### src/rtl/wtu_if.sv
// wtu_if: sample-in / coefficient-out handshake bundle of the wavelet scheduler
interface wtu_if #(
    parameter int WIDTH = 24,
    parameter int LVLW = 3
) ();
    logic [WIDTH-1:0] in_data;
    logic in_valid;
    logic in_ready;
    logic [WIDTH-1:0] out_data;
    logic [LVLW-1:0] out_level;
    logic out_hp;
    logic out_valid;
    logic out_ready;
    modport master (
        output in_data, in_valid, out_ready,
        input in_ready, out_data, out_level, out_hp, out_valid
    );
    modport slave (
        input in_data, in_valid, out_ready,
        output in_ready, out_data, out_level, out_hp, out_valid
    );
endinterface

### src/rtl/wtu_sched.sv
// wtu_sched: streaming multi-level Haar decomposition sharing one butterfly across all levels
module wtu_sched #(
    parameter int WIDTH = 24,
    parameter int LEVELS = 3,
    parameter int LVLW = 3
) (
    input logic clk,
    input logic rst,
    wtu_if.slave io,
    output logic busy
);
    logic [LEVELS-1:0] half;
    logic [LEVELS:1] stage_v;
    logic signed [WIDTH-1:0] held [LEVELS];
    logic signed [WIDTH-1:0] stage [1:LEVELS];
    logic slot_free, top, emit, found, go;
    logic [LVLW-1:0] lvl;
    logic signed [WIDTH-1:0] s, prev, hpo, lpo;
    logic signed [WIDTH:0] sum, dif;

    assign slot_free = !io.out_valid || io.out_ready;
    assign top = stage_v[LEVELS];
    assign emit = top && slot_free;
    assign io.in_ready = !(|stage_v) && (!half[0] || (slot_free && !stage_v[1]));
    assign busy = |half || |stage_v || io.out_valid;

    // The highest pending stage owns the butterfly; an ineligible owner stalls everything below it.
    always_comb begin
        found = top;
        go = 1'b0;
        lvl = '0;
        s = io.in_data;
        prev = held[0];
        for (int l = LEVELS - 1; l >= 1; l--)
            if (!found && stage_v[l]) begin
                found = 1'b1;
                lvl = LVLW'(l);
                s = stage[l];
                prev = held[l];
                go = !half[l] || (slot_free && !stage_v[l+1]);
            end
        if (!found) go = io.in_valid && (!half[0] || (slot_free && !stage_v[1]));
    end

    assign sum = {prev[WIDTH-1], prev} + {s[WIDTH-1], s};
    assign dif = {prev[WIDTH-1], prev} - {s[WIDTH-1], s};
    assign lpo = sum[WIDTH:1];
    assign hpo = dif[WIDTH:1];

    always_ff @(posedge clk or posedge rst) begin
        if (rst) begin
            io.out_valid <= 1'b0;
            io.out_data <= '0;
            io.out_level <= '0;
            io.out_hp <= 1'b0;
            half <= '0;
            stage_v <= '0;
            for (int l = 0; l < LEVELS; l++) held[l] <= '0;
            for (int l = 1; l <= LEVELS; l++) stage[l] <= '0;
        end else begin
            if (io.out_ready) io.out_valid <= 1'b0;
            if (emit) begin
                io.out_data <= stage[LEVELS];
                io.out_hp <= 1'b0;
                io.out_level <= LVLW'(LEVELS - 1);
                io.out_valid <= 1'b1;
                stage_v[LEVELS] <= 1'b0;
            end
            for (int l = 1; l < LEVELS; l++)
                if (go && lvl == LVLW'(l)) stage_v[l] <= 1'b0;
            for (int l = 0; l < LEVELS; l++)
                if (go && lvl == LVLW'(l)) begin
                    if (half[l]) begin
                        io.out_data <= hpo;
                        io.out_hp <= 1'b1;
                        io.out_level <= lvl;
                        io.out_valid <= 1'b1;
                        stage[l+1] <= lpo;
                        stage_v[l+1] <= 1'b1;
                        half[l] <= 1'b0;
                    end else begin
                        held[l] <= s;
                        half[l] <= 1'b1;
                    end
                end
        end
    end
endmodule

### src/flat_wrapper.sv
// flat-port wrapper written by rule: the top's interface ports become plain ports
module wtu_sched_flat 
#(
    parameter int WIDTH = 24,
    parameter int LEVELS = 3,
    parameter int LVLW = 3
)
  (clk, rst, busy, io_in_data, io_in_valid, io_out_ready, io_in_ready, io_out_data, io_out_level, io_out_hp, io_out_valid);
  wtu_if #(.WIDTH(WIDTH), .LVLW(LVLW)) io_i ();
  input logic clk;
  input logic rst;
  output logic busy;
  input wire logic [$bits(io_i.in_data)-1:0] io_in_data;
  input wire logic [$bits(io_i.in_valid)-1:0] io_in_valid;
  input wire logic [$bits(io_i.out_ready)-1:0] io_out_ready;
  output wire logic [$bits(io_i.in_ready)-1:0] io_in_ready;
  output wire logic [$bits(io_i.out_data)-1:0] io_out_data;
  output wire logic [$bits(io_i.out_level)-1:0] io_out_level;
  output wire logic [$bits(io_i.out_hp)-1:0] io_out_hp;
  output wire logic [$bits(io_i.out_valid)-1:0] io_out_valid;
  assign io_i.in_data = io_in_data;
  assign io_i.in_valid = io_in_valid;
  assign io_i.out_ready = io_out_ready;
  assign io_in_ready = io_i.in_ready;
  assign io_out_data = io_i.out_data;
  assign io_out_level = io_i.out_level;
  assign io_out_hp = io_i.out_hp;
  assign io_out_valid = io_i.out_valid;
  wtu_sched #(.WIDTH(WIDTH), .LEVELS(LEVELS), .LVLW(LVLW)) u_core (.clk(clk), .rst(rst), .io(io_i), .busy(busy));
endmodule
### config.mk
export PLATFORM = sky130hd
export DESIGN_NAME = wtu_sched_flat
export DESIGN_NICKNAME = d
export VERILOG_FILES = /design/src/rtl/wtu_if.sv /design/src/rtl/wtu_sched.sv /design/src/flat_wrapper.sv
export SDC_FILE = /design/constraint.sdc
export NUM_CORES = 1
export LEC_CHECK = 0
export ABC_AREA = 1
export CAP_MARGIN = 25
export CORE_MARGIN = 5
export CORE_UTILIZATION = 55
export DETAILED_ROUTE_END_ITERATION = 8
export PLACE_DENSITY = 0.72
export SYNTH_ARGS = -nofsm -noshare
export SYNTH_HDL_FRONTEND = slang
export SYNTH_SLANG_ARGS = --single-unit
### constraint.sdc
create_clock -name clk -period 10 [get_ports clk]
set_clock_uncertainty 0.1 [all_clocks]
set_input_delay 2 -clock clk [delete_from_list [all_inputs] [get_ports clk]]
set_output_delay 2 -clock clk [all_outputs]
set_load 0.02 [all_outputs]
**I/O nets highlighted**

The bar under the picture is 50 um long.
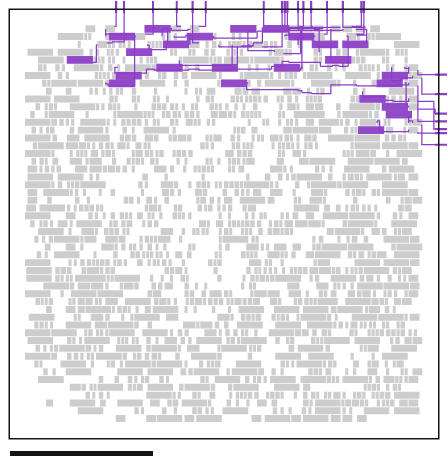
Key: purple = io_out_data [bits 24, direction output, end cells 24, buffers 24, wire 821 um]
# IOs: 59
port bufs: 58

**Register map, names as in the netlist**

The bar under the picture is 50 um long.
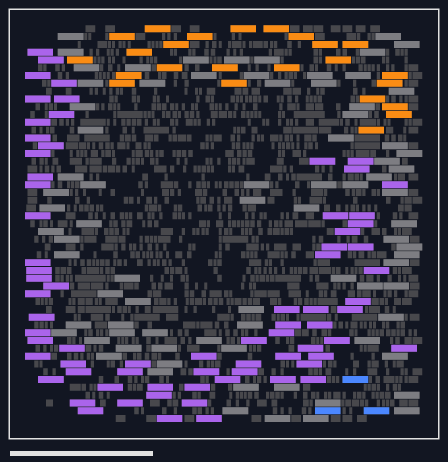
Key: orange = u_core.io.out_data [flops 24]; blue = u_core.half [flops 3]; purple = u_core.held [flops 72, where spread over the die]
Another 80 sequential cells are not coloured.

==> ci_impl_report.md <==
## Implementation flow summary

| Metric | Value |
|---|---|
| CP endpoint kind | output pin |
| Commonest cells in the netlist | nand2_1 (435), dfrtp_1 (179), inv_1 (165), o21ai_0 (109), nand3_1 (94) |
| Fa+ha+maj area frac | under 10% |
| Critical path depth in cells | 6 |
| Basic Gates by Area | between 20% and 30% |
| Finished Core Util | between 60 and 70% |
| Synth Register Bits | roughly 180 |
| Outcome | finished, final reports clean |
| Fin Hold WS | about 0.38 ns |
| Max-slew violation count | 0 |
| Commonest Layout Cell | nand2_1 |
| Crit share post-route | approximately 55% |
| Area grow syn2layout | 12.2% |
| Design area | between 10000 and 15000 sq um |
| Synth top area share | 41.9% |
| Setup bufs post-CTS | 0 |
| Largest net degree at the start of global routing | 70 |
| CTS tree | yes |
| CP delay by family, top | buffers and inverters |
| Yosys stat area | around 11000 sq um |
| Clk slew on worst S/H paths | about 0.07 ns |
| Htree depth | 4 |
| Final Non-Filler Cells | 1764 |
| Hold Startpoint | u_core.stage[11] |
| Ao+oa area frac | 16.2% |
| CP max stage cell | clkdlybuf4s50_1 |
| Grt ovf | 0 |
| Iteration-0 DRC count of the detailed router | ~920 |
| Most frequent cells in the layout | nand2_1 (435), dfrtp_1 (179), inv_1 (164) |
| Crit path DAT | between 3 and 4 ns |
| Worst-Margin Slew | a little under 0.9 ns |
| Sequential area share after synthesis | a little over two fifths |
| # hold bufs at CTS | 0 |
| Synthesized area | 10700 sq um |
| Root Buffer | clkbuf_16 |
| Max Root-Sink Buffers | 2 |
| Post-place instance area | ~11000 sq um |
| Crit path to | io_in_ready |
| Xor/xnor share | 1.97% |
| Core Region | just under 20000 sq um |
| # DRC | 0 |
**Metal layers overlaid**

Two of the layers only.
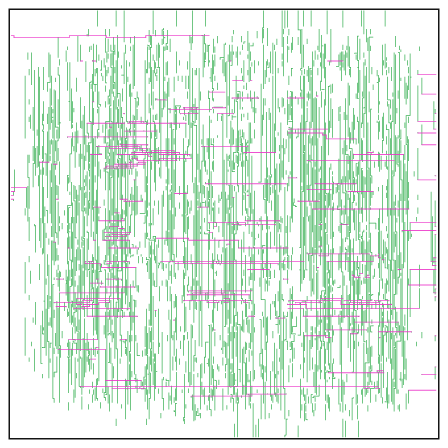
Key: magenta = M3 [wire length 1700 um]; green = M2 [wire length 15500 um]
vias: 9823
drt total wl: 33200 um
overall routing resource usage: 30.6%
Wirelength per Cell: 18.8 um

**The metal 1 layer**

The bar under the picture is 50 um long. Supply wires on this layer in grey.
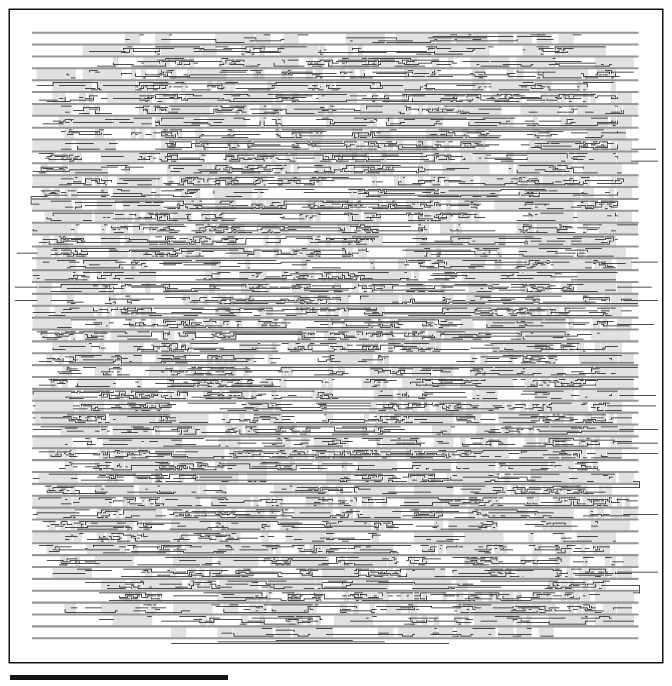
1469 nets have wire on it. The wires run mostly horizontal. The layer holds 44% of the routed length. The longest straight run is 63.5 um.

-- flip-flops by register name, summed over array words and instances, names as in the netlist --
name / flops
u_core.io.out_data: 24
u_core.io.out_hp: 1
u_core.stage_v: 3
u_core.stage: 72
u_core.io.out_level: 3
u_core.half: 3
u_core.io.out_valid: 1
u_core.held: 72
-- area by class of cell --
class                      instances  area, sq um  area share, %
multi-input combinational       1045         5270           44.0
tap                              265          332           2.77
timing repair buffer              70          671           5.59
clock buffer                      20          447           3.73
inverter                         174          658           5.49
sequential                       179         4480           37.4
clock inverter                    11          128           1.06
-- layer usage --
layer	share of wire [%]	vias up	track usage [%]
met1	44	4628	41.8
met5	0	-	0
li1	-	4798	-
met2	47	324	49.7
met3	5.1	73	3.80
met4	4.1	0	12.7
